### config.mk
export PLATFORM = sky130hd
export DESIGN_NAME = adder_share_ctrl
export DESIGN_NICKNAME = d
export VERILOG_FILES = /design/src/rtl/adder_share_pkg.sv /design/src/rtl/adder_slice2.sv /design/src/rtl/adder_share_ctrl.sv
export SDC_FILE = /design/constraint.sdc
export NUM_CORES = 1
export LEC_CHECK = 0
export ABC_AREA = 0
export CORE_MARGIN = 10
export CORE_UTILIZATION = 35
export CTS_CLUSTER_DIAMETER = 150
export DETAILED_ROUTE_END_ITERATION = 8
export DONT_BUFFER_PORTS = 1
export SETUP_SLACK_MARGIN = 0.5
export SKIP_CTS_REPAIR_TIMING = 1
export SLEW_MARGIN = 10
export SYNTH_ARGS = -nofsm -noshare
export SYNTH_HDL_FRONTEND = slang
export SYNTH_SLANG_ARGS = --single-unit
### constraint.sdc
create_clock -name CLK -period 2.8 [get_ports CLK]
set_input_delay 0.42 -clock CLK [delete_from_list [all_inputs] [get_ports CLK]]
set_output_delay 0.42 -clock CLK [all_outputs]
set_load 0.01 [all_outputs]
### src/rtl/adder_share_pkg.sv
// Shared types and constants for the digit-serial shared-adder controller.
package adder_share_pkg;
  localparam int DIGIT_W = 2;

  typedef enum logic [1:0] {
    IDLE = 2'd0,
    RUN  = 2'd1,
    DONE = 2'd2
  } state_t;
endpackage

### src/rtl/adder_slice2.sv
// Combinational 2-bit adder slice; the single shared arithmetic resource.
module adder_slice2
  import adder_share_pkg::*;
(
  input  logic [DIGIT_W-1:0] a,
  input  logic [DIGIT_W-1:0] b,
  input  logic               ci,
  output logic [DIGIT_W-1:0] s,
  output logic               co
);
  assign {co, s} = {1'b0, a} + {1'b0, b} + {{DIGIT_W{1'b0}}, ci};
endmodule

### src/rtl/adder_share_ctrl.sv
// Round-robin arbiter plus digit-serial sequencer driving one shared 2-bit adder
// slice, LSB digit first, with a valid/ready response channel.
module adder_share_ctrl
  import adder_share_pkg::*;
#(
  parameter int WIDTH = 8
) (
  input  logic             CLK,
  input  logic             Resetn,
  input  logic             req0_valid,
  output logic             req0_ready,
  input  logic [WIDTH-1:0] req0_a,
  input  logic [WIDTH-1:0] req0_b,
  input  logic             req0_cin,
  input  logic             req1_valid,
  output logic             req1_ready,
  input  logic [WIDTH-1:0] req1_a,
  input  logic [WIDTH-1:0] req1_b,
  input  logic             req1_cin,
  output logic             rsp_valid,
  input  logic             rsp_ready,
  output logic             rsp_id,
  output logic [WIDTH-1:0] rsp_sum,
  output logic             rsp_cout,
  output logic             busy
);
  localparam int DIGITS = WIDTH / DIGIT_W;
  localparam int CNT_W  = (DIGITS > 1) ? $clog2(DIGITS) : 1;

  state_t             state_reg, state_next;
  logic               ptr_reg, ptr_next;
  logic [CNT_W-1:0]   cnt_reg, cnt_next;
  logic               carry_reg, carry_next;
  logic [WIDTH-1:0]   a_reg, a_next;
  logic [WIDTH-1:0]   b_reg, b_next;
  logic [WIDTH-1:0]   sum_reg, sum_next;
  logic               id_reg, id_next;

  logic               grant0, grant1;
  logic [WIDTH-1:0]   a_sh, b_sh, sum_upd;
  logic [DIGIT_W-1:0] slice_s;
  logic               slice_co;

  // On contention the pointer names the winner; a lone requester always wins.
  assign grant0 = req0_valid && (!req1_valid || !ptr_reg);
  assign grant1 = req1_valid && (!req0_valid ||  ptr_reg);

  assign a_sh = a_reg >> {cnt_reg, 1'b0};
  assign b_sh = b_reg >> {cnt_reg, 1'b0};

  adder_slice2 u_slice (
    .a  (a_sh[DIGIT_W-1:0]),
    .b  (b_sh[DIGIT_W-1:0]),
    .ci (carry_reg),
    .s  (slice_s),
    .co (slice_co)
  );

  genvar gi;
  generate
    for (gi = 0; gi < DIGITS; gi++) begin : g_digit
      assign sum_upd[gi*DIGIT_W +: DIGIT_W] =
        (cnt_reg == CNT_W'(gi)) ? slice_s : sum_reg[gi*DIGIT_W +: DIGIT_W];
    end
  endgenerate

  always_ff @(posedge CLK) begin
    if (Resetn) begin
      state_reg <= IDLE;
      ptr_reg   <= 1'b0;
      cnt_reg   <= '0;
      carry_reg <= 1'b0;
      a_reg     <= '0;
      b_reg     <= '0;
      sum_reg   <= '0;
      id_reg    <= 1'b0;
    end else begin
      state_reg <= state_next;
      ptr_reg   <= ptr_next;
      cnt_reg   <= cnt_next;
      carry_reg <= carry_next;
      a_reg     <= a_next;
      b_reg     <= b_next;
      sum_reg   <= sum_next;
      id_reg    <= id_next;
    end
  end

  always_comb begin
    state_next = state_reg;
    ptr_next   = ptr_reg;
    cnt_next   = cnt_reg;
    carry_next = carry_reg;
    a_next     = a_reg;
    b_next     = b_reg;
    sum_next   = sum_reg;
    id_next    = id_reg;
    req0_ready = 1'b0;
    req1_ready = 1'b0;
    case (state_reg)
      IDLE: begin
        req0_ready = grant0;
        req1_ready = grant1;
        if (grant0 || grant1) begin
          a_next     = grant1 ? req1_a   : req0_a;
          b_next     = grant1 ? req1_b   : req0_b;
          carry_next = grant1 ? req1_cin : req0_cin;
          id_next    = grant1;
          cnt_next   = '0;
          state_next = RUN;
        end
      end
      RUN: begin
        sum_next   = sum_upd;
        carry_next = slice_co;
        cnt_next   = cnt_reg + 1'b1;
        if (cnt_reg == CNT_W'(DIGITS - 1)) state_next = DONE;
      end
      DONE: begin
        // The response handshake alone ends DONE; no grant is offered this cycle.
        if (rsp_ready) begin
          state_next = IDLE;
          ptr_next   = ~id_reg;
        end
      end
      default: state_next = IDLE;
    endcase
  end

  assign rsp_valid = (state_reg == DONE);
  assign busy      = (state_reg != IDLE);
  assign rsp_id    = id_reg;
  assign rsp_sum   = sum_reg;
  assign rsp_cout  = carry_reg;
endmodule

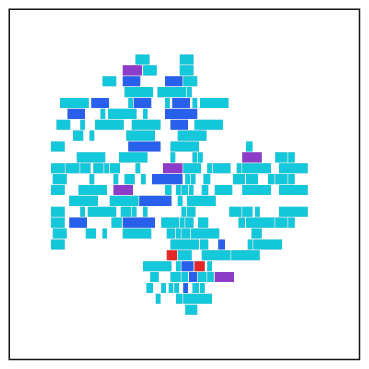
Fig. 1. Sizing map.
Scale: 4 px per um.
| size | colour | cells |
|---|---|---|
| _3 and _4 cells | red | 2 |
| _6 and larger | purple | 5 |
| _0 and _1 cells | cyan | 133 |
| _2 cells | blue | 17 |
Layout Cell Area excl Fill: 1662 um^2
least setup slack across all paths after layout: 0.6798 ns

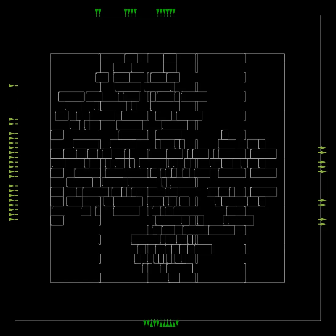
Fig. 2. Placement view.
Util after Layout: 38.16%
flip-flops: 31
Well Taps: 52

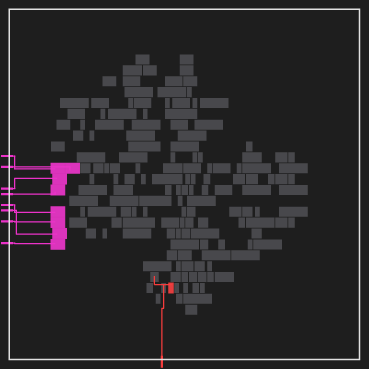
Fig. 3. Port wiring.
Scale: 4 px per um.
| port | colour | bits | direction | edge | end cells | wire |
|---|---|---|---|---|---|---|
| req0_b | magenta | 8 | input | left | 8 | 106 um |
| busy | red | 1 | output | bottom | 1 | 25.1 um |
I/O pin cnt: 53
number of buffer cells added on primary ports: 0

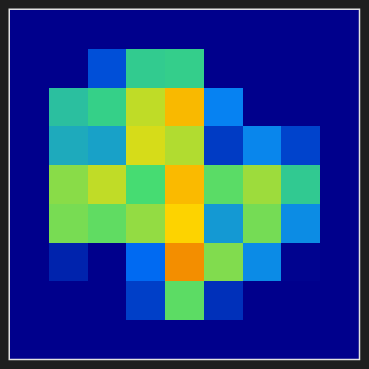
Fig. 4. Cell density map.
Scale: 4 px per um. 9 x 9 tiles, from dark blue (low) to red (high), 0 to 100% covered.
emptiest ninth of the die: top right
nearly empty tiles: 54%
fullest tile: 84%
Pre-Place Util: 36.26%
Std-Cell Core Area: 4354 um^2

==> summary.txt <==
run metrics: run status=complete, no violations, GR Util met3=4.401%, final max-slew violation count=0, Min-Delay Path Class=input pin to flop, relative contribution of sequential cells to total power=about half, multi-input logic area=about 840 um^2, data required time of the worst path=2.99 ns, combinational share of power=between 10% and 20%, final-report setup violation count=0, share of total power in the clock network=between 30% and 40%, net switching power of the design=286.4 uW, area of the synthesized netlist per yosys stat=1579 um^2, H-tree depth=2, comb pwr=170 uW, syn_area_per_cell=9.994 um^2, Setup WS pre-CTS=~0.53 ns, area taken by flip-flops and latches=621.8 um^2, final routed wirelength across all metal layers=3.494 mm, violation count after the first detailed-routing iteration=about 50, worst hold slack after final layout=0.1988 ns, reported max-cap violation count=0, async set-or-reset flop fraction in the synthesized netlist=0%, Design Power=1015 uW, routed length on met1=1.523 mm, xor/xnor share of the synthesized area=0%, die area=7598 um^2, Worst-Skew Late Latency=0.28 ns, sequential area share after synthesis=roughly two fifths, power attributed to sequential cells=509 uW, multi-input combinational area share=50.38%, clock buffer count in the final layout=7, clock group total power=336 uW, instance count of the mapped netlist=between 150 and 200, combinational gate count=between 100 and 150, Top cells by area=sky130_fd_sc_hd__dfxtp_1 (39%), sky130_fd_sc_hd__mux2i_1 (11%), sky130_fd_sc_hd__a211oi_2 (6.3%), sky130_fd_sc_hd__mux4_2 (5.7%), sky130_fd_sc_hd__nor2_1 (5.5%), tally of filler cells in the layout=437, share of the synthesized area in the top cell type=between 30% and 40%, Final clock-cell share=4.895%, count of standard-cell rows=24, number of antenna-violating nets in the routed design=0, placed cell areas=1579 um^2, Setup TNS Final=0 ns, post-synth net total=between 200 and 250, Vias per Instance=5.445, die boundary height=87.17 um, routed length on met2=between 1.5 and 2 mm, worst reg2reg path startpoint=cnt_reg[1], yosys warning tally=0, fin crit period=2.120 ns, highest attainable clock frequency=471.6 MHz, maximum number of pins on one net before global-route repair=35, detailed-route wire length per cell=approximately 17 um, largest buffer count on any clock path=2, clock-pin slew on the worst setup and hold paths=0.06 ns, width of the chip=87.17 um, worst setup path start=cnt_reg[1], # placed instances=201, final hold violation count=0
critical path, cell delays in order, from the launching register on:
cell	delay, ns
sky130_fd_sc_hd__dfxtp_1	0.53
sky130_fd_sc_hd__mux4_2	0.27
sky130_fd_sc_hd__inv_1	0.06
sky130_fd_sc_hd__fa_1	0.42
sky130_fd_sc_hd__fa_1	0.51
sky130_fd_sc_hd__a311oi_1	0.24
placed cells by master, fill, tap and decap left out, types with 2 or more instances in the layout:
master                      n
sky130_fd_sc_hd__dfxtp_1   30
sky130_fd_sc_hd__nor2_1    23
sky130_fd_sc_hd__mux2i_1   17
sky130_fd_sc_hd__a21oi_1   12
sky130_fd_sc_hd__inv_1     10
sky130_fd_sc_hd__a211oi_1  10
sky130_fd_sc_hd__a211oi_2   8
sky130_fd_sc_hd__a311oi_1   7
sky130_fd_sc_hd__clkbuf_8   5
sky130_fd_sc_hd__mux4_2     4
sky130_fd_sc_hd__nand2_1    4
sky130_fd_sc_hd__ha_1       4
sky130_fd_sc_hd__nand2b_1   2
sky130_fd_sc_hd__nand3_1    2
sky130_fd_sc_hd__fa_1       2
sky130_fd_sc_hd__clkbuf_1   2
sky130_fd_sc_hd__buf_4      2
logic make-up (layout without fill, tap and decap cells):
logic type | after synthesis | in the layout
mux | 21 | 21
fa+ha+maj | 6 | 6
flops | 31 | 31
compound gates | 42 | 42
simple gates | 36 | 36
buf+inv | 22 | 21
worst min-delay path by stage:
stage              from  slack [ns]    endpoint
4_1_cts          Resetn        0.19    a_reg[6]
3_3_place_gp   b_reg[0]        0.49    b_reg[0]
6_report         Resetn        0.20  cnt_reg[0]
5_1_grt          Resetn        0.18    b_reg[7]
3_5_place_dp     Resetn        0.49    a_reg[2]
2_1_floorplan  b_reg[4]        0.47    b_reg[4]
Power and IR drop assume default switching activity.
